`src/rtl/cpu_intc.sv`:
```
// cpu_intc: fixed-priority memory-mapped interrupt controller with EOI; define CPU_INTC_SYNC_EN for a 2-flop irq_src synchronizer
module cpu_intc #(
  parameter int          NUM_SRC   = 8,
  parameter logic [31:0] BASE_ADDR = 32'hFFFF_0000
) (
  input  logic               clk,
  input  logic               reset,
  input  logic [NUM_SRC-1:0] irq_src,
  input  logic [31:0]        bus_address,
  input  logic [31:0]        bus_wdata,
  input  logic [3:0]         bus_control,
  output logic [31:0]        bus_rdata,
  output logic               bus_sel,
  output logic               interrupt,
  input  logic               interrupt_grant
);
  typedef enum logic [1:0] {IDLE, REQ, SERVICE} state_t;
  state_t state, state_n;
  logic [NUM_SRC-1:0] src, src_d, pending, enable, cand, pend_set, w1c, req_oh;
  logic [4:0] req_id, act_id, win_id;
  logic in_svc, rd, wr, eoi, take;
  logic [31:0] off;
  logic unused_ok;
  assign off       = bus_address - BASE_ADDR;
  assign bus_sel   = off[31:4] == 28'd0 && !reset;
  assign rd        = bus_sel && bus_control == 4'b0001;
  assign wr        = bus_sel && bus_control == 4'b0010;
  assign eoi       = wr && off[3:2] == 2'd3;
  assign w1c       = (wr && off[3:2] == 2'd0) ? bus_wdata[NUM_SRC-1:0] : '0;
  assign cand      = pending & enable;
  assign req_oh    = NUM_SRC'(1) << req_id;
  assign take      = state == REQ && interrupt_grant;
  assign pend_set  = src & ~src_d;
  assign interrupt = state == REQ;
  assign unused_ok = ^{off[1:0], bus_wdata};
  assign bus_rdata = !rd ? '0 :
                     off[3:2] == 2'd0 ? 32'(pending) :
                     off[3:2] == 2'd1 ? 32'(enable) :
                     off[3:2] == 2'd2 ? {in_svc, 26'd0, act_id} : '0;
`ifdef CPU_INTC_SYNC_EN
  logic [NUM_SRC-1:0] sync1, sync2;
  assign src = sync2;
  // two-flop synchronizer for asynchronous peripheral lines
  always_ff @(posedge clk or posedge reset)
    if (reset) {sync1, sync2} <= '0;
    else {sync1, sync2} <= {irq_src, sync1};
`else
  assign src = irq_src;
`endif
  // lowest-index pending and enabled source wins
  always_comb begin
    win_id = '0;
    for (int i = NUM_SRC - 1; i >= 0; i--) if (cand[i]) win_id = 5'(i);
  end
  // request/service sequencing; the held req_id is dropped once it stops being a candidate
  always_comb begin
    state_n = state;
    state_n = state == IDLE ? (|cand ? REQ : IDLE) :
              state == REQ  ? (interrupt_grant ? SERVICE : (|(cand & req_oh)) ? REQ : IDLE) :
              state == SERVICE ? (eoi ? IDLE : SERVICE) : IDLE;
  end
  // register file, edge history and service bookkeeping
  always_ff @(posedge clk or posedge reset)
    if (reset) begin
      state   <= IDLE;
      src_d   <= '0;
      pending <= '0;
      enable  <= '0;
      req_id  <= '0;
      act_id  <= '0;
      in_svc  <= 1'b0;
    end else begin
      state   <= state_n;
      src_d   <= src;
      pending <= (pending & ~w1c & ~(take ? req_oh : '0)) | pend_set;
      if (wr && off[3:2] == 2'd1) enable <= bus_wdata[NUM_SRC-1:0];
      if (state == IDLE) req_id <= win_id;
      if (take) {in_svc, act_id} <= {1'b1, req_id};
      else if (state == SERVICE && eoi) in_svc <= 1'b0;
    end
endmodule
```
`config.mk`:
```
export PLATFORM = sky130hd
export DESIGN_NAME = cpu_intc
export DESIGN_NICKNAME = d
export VERILOG_FILES = /design/src/rtl/cpu_intc.sv
export SDC_FILE = /design/constraint.sdc
export NUM_CORES = 1
export LEC_CHECK = 0
export CORE_UTILIZATION = 38
export CTS_CLUSTER_DIAMETER = 150
export DETAILED_ROUTE_END_ITERATION = 16
export GPL_ROUTABILITY_DRIVEN = 0
export PLACE_DENSITY = 0.88
export SYNTH_ARGS = -nofsm -noshare
export SYNTH_HDL_FRONTEND = slang
export SYNTH_SLANG_ARGS = --single-unit
```
`constraint.sdc`:
```
create_clock -name clk -period 2.9 [get_ports clk]
set_clock_uncertainty 0.05 [all_clocks]
set_input_delay 0.87 -clock clk [delete_from_list [all_inputs] [get_ports clk]]
set_output_delay 0.87 -clock clk [all_outputs]
set_load 0.005 [all_outputs]
```
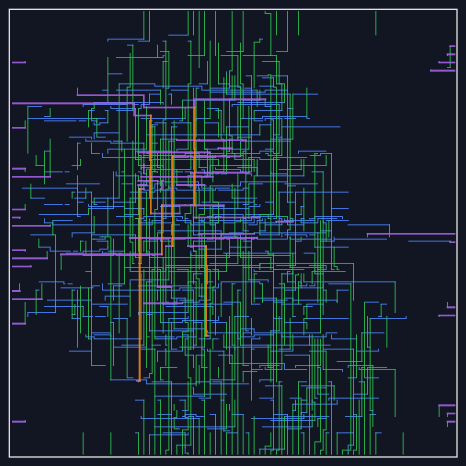
**Above:** wiring by layer.
(6 px per um)
Key: blue = met1 [wire length 1920 um]; green = met2 [wire length 2650 um]; purple = met3 [wire length 298 um]; orange = met4 [wire length 103 um]

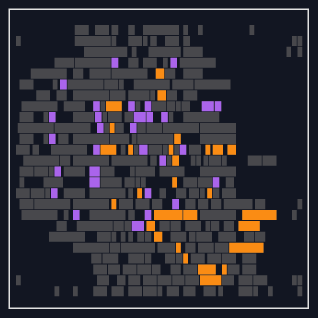
**Above:** gate families picked out.
(4 px per um)
Key: purple = inverting AOI/OAI gates [cells 30, most used o21ai_0]; orange = NOR gates [cells 28, most used nor2_1]

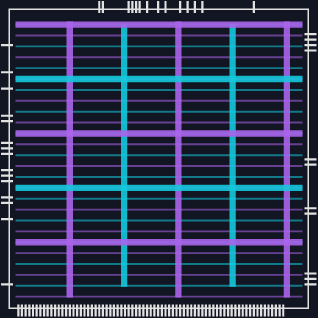
**Above:** power grid.
(4 px per um) Pins as bars on the die edge.
Key: cyan = VDD; purple = VSS
26 met1 rails follow the rows. 5 straps on met4. 113 signal pins sit on the boundary. 5 straps on met5. The core has 25 rows.

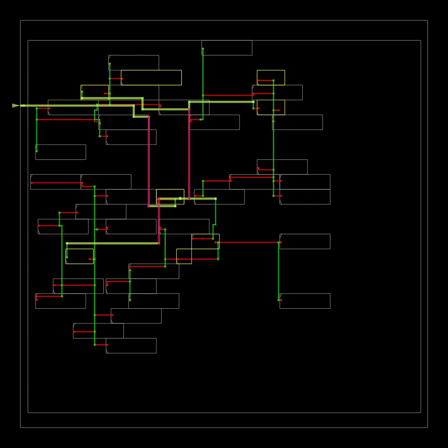
**Above:** clock routing.
clock buffer count in the final layout: 6
source-to-sink clock delay at the later pin of the worst-skew pair: 0.29 ns
flop count: 33
clk pwr: 0.456 mW
number of sinks driven by the clock tree: 33

==> results_slide.txt <==
Physical Implementation Snapshot

Yosys
  • Synth top area cells: dfrtp_1 (41%), buf_4 (9.1%), mux2_4 (6.0%)
  • Cell accounting for the most synthesized area: dfrtp_1
  • Dominant synthesized flop cell: dfrtp_1
  • Fraction of synthesized cell area taken by the top area cell type: 41.48%
  • Top-count cell post-synth: dfrtp_1
  • Area of the mapped netlist: 1991 um2
  • Post-synth seq share: 41.48%
  • Leading cell types by count after synthesis: dfrtp_1 (33), nand2_1 (27), buf_4 (24)
  • Synth async-reset ratio: 100.0%
  • Avg Synthesized Cell Area: 9.663 um2
  • EDFF count, synth: 0
  • Synthesized chip area reported by yosys: 1991 um2
  • Post-synthesis cell type count: 42
  • Synth Instances: 206
  • Total number of yosys warnings: 0
  • # Cells Yosys: 206
  • Flops & latches, synth: 33

Setup path
  • Data required time at the worst endpoint: 1.98 ns
  • Critical path data arrival time: 2.37 ns
  • Type of the worst setup path: in -> out
  • Worst Setup End Kind: output port
  • Kind of start point of the critical path: input port
  • Worst-path fanout max: 3

Clock tree
  • Clock-pin slew on the worst setup and hold paths: 0.07 ns
  • Number of hold-repair buffers added at the cts stage: 0
  • H-tree levels: 2
  • Max clock buf depth: 2
  • TritonCTS buffer count: 5
  • Root Buffer: clkbuf_8
  • Clock tree from TritonCTS: done

Route
  • DR vias: 1737
  • Routed WL per cell: 13.95 um
  • Count of unresolved DRC violations after routing: 0
  • Via density: 4.879
  • Post-DRT Antenna Nets: 0
  • Routed wire length: 4.965 mm
  • Violation count after the first detailed-route iteration: 82
  • Number of optimization iterations in the first detailed-route pass: 4

Cells and area
  • Design area: 2879 um2
  • Area growth syn-to-layout: 44.63%
  • Share of layout cells above drive strength 1: 23.88%
  • Fin nets: 367
  • Number of antenna diodes: 0

Placement
  • Count of input and output buffers: 63
  • Post-detailed-placement half-perimeter wirelength: 3.696 mm
  • Standard cell area after detailed placement: 2726 um2

Final timing
  • Crit share post-route: 113.4%
  • Final worst slack: -0.3882 ns
  • Setup repair after global routing missed its margin: yes
  • Number of failing setup endpoints in the final timing report: 10
  • Max-slew violations: 0
  • Final min period: 3.288 ns
  • Hold Fails Final Rpt: 0
  • Maximum operating frequency: 304.1 MHz

Global route
  • Largest net degree at the start of global routing: 34
  • Initial antenna violation count: 0
  • First-pass GRT wire length: 8.335 mm
  • Total global-route track usage: 20.33%
  • Number of global-route vias before repair: 1790
  • Total congestion overflow: 0

Floorplanning
  • Die span in y: 74.38 um
  • Fraction of the core area occupied by cells at floorplan: 40.79%
  • Die width: 74.38 um
  • Number of primary I/O pins: 113
  • Standard cell core area: 4880 um2
  • Number of rows in the core area: 25
  • Die Size: 5532 um2

Status
  • Run status: finished, violations left
  • Violated checks: setup timing

Run
  • Max-cap viol count: 0
  • Count of warning messages emitted by the tools: 55

Power
  • Peak supply drop: 327.6 uV
  • Pleak: 1.476 nW
  • Power density over the cells: 364.4 nW/um2
  • PnR Total Power: 1.049 mW

Hold path
  • Worst hold path type: reg -> reg
==> state kept, by name, indices dropped and copies added, names as in the netlist <==
register / cells
enable: 8
pending: 8
src_d: 8
act_id: 3
req_id: 3
state: 2
in_svc: 1
==> repair_timing <==
item	4_1_cts	5_1_grt
pin swaps	18	12
hold endpoints to repair	0	0
resized	100	13
buffers inserted	3	0
setup endpoints to repair	10	10
==> metrics by stage <==
stage	std cells	hold slack (ns)	setup WS [ns]	setup TNS, ns	utilization, %
after CTS	356	0.3598	-0.4074	-3.116	58.51
after global placement	345	0.3428	-1.063	-10.37	55.87
final	356	0.3547	-0.3882	-3.023	59.00
after global routing	356	0.3738	-0.4238	-3.503	59.00
after detailed placement	345	0.3510	-1.104	-11.02	55.87
after floorplan	228	0.3419	-0.007950	-0.007950	-
==> critical path, stage by stage <==
cell and delay [ns]:
buf_6 0.09, nand4b_4 0.14, or4_4 0.58, nor2_8 0.10, nand3b_1 0.18, buf_4 0.20, nor2_2 0.08, buf_2 0.12
==> cell usage in the layout (no fill, tap or decap), types with 3 or more instances in the layout <==
cell / Yosys / final
dfrtp_1: 33 / 33
nand2_1: 27 / 26
clkdlybuf4s50_1: 0 / 25
conb_1: 1 / 23
buf_4: 24 / 15
clkdlybuf4s15_1: 0 / 13
buf_2: 0 / 12
nor2_1: 17 / 11
o21ai_0: 10 / 10
dlygate4sd2_1: 0 / 10
inv_1: 9 / 9
a21o_1: 9 / 9
mux2i_1: 9 / 9
mux2_4: 8 / 8
o21ai_1: 8 / 8
a21oi_1: 6 / 6
clkbuf_8: 0 / 6
buf_6: 0 / 5
nand2b_1: 4 / 4
nor2_2: 0 / 4
nand4_1: 3 / 3
nand3_1: 3 / 3
==> worst paths after layout <==
kind                                 to  slack (ns)  cells past startpoint  startpoint
max in group asynchronous    pending[5]        1.79                      4       reset
max reg2reg                  pending[2]        1.29                      5    state[1]
min reg2reg                  pending[6]        0.35                      1    src_d[6]
min in group asynchronous     enable[1]        0.71                      4       reset
max                        bus_rdata[4]       -0.39                      8       reset
min                          pending[6]        0.35                      1    src_d[6]
==> cell families after synthesis <==
kind of cell,count (synthesis),synth area share [%]
buffers and inverters,38,11.69
flip-flops,33,41.48
AND-OR/OR-AND,40,12.26
other,1,0.1884
AND/OR/NAND/NOR,75,22.13
multiplexers,19,12.26
==> power by group <==
group	internal, mW	total, mW	switching [mW]
Clock	0.279	0.456	0.177
Combinational	0.0744	0.126	0.0513
Sequential	0.466	0.467	0.00148
==> layer usage <==
metal	GRT usage (%)	vias up	wire length (um)
met1	24.29	814	1919
met3	4.607	12	297
li1	-	837	-
met5	0	-	0
met4	5.870	0	102
met2	36.44	74	2646
==> cell type report <==
| class | instances | area (um2) |
|---|---|---|
| fill | 419 | 2001 |
| multi-input combinational | 157 | 1086 |
| sequential | 33 | 825.8 |
| timing repair buffer | 82 | 729.5 |
| tap | 67 | 83.83 |
| clock buffer | 6 | 82.58 |
| clock inverter | 2 | 37.54 |
| inverter | 9 | 33.78 |
No activity file was given, so power comes from the tool's default toggle rates.
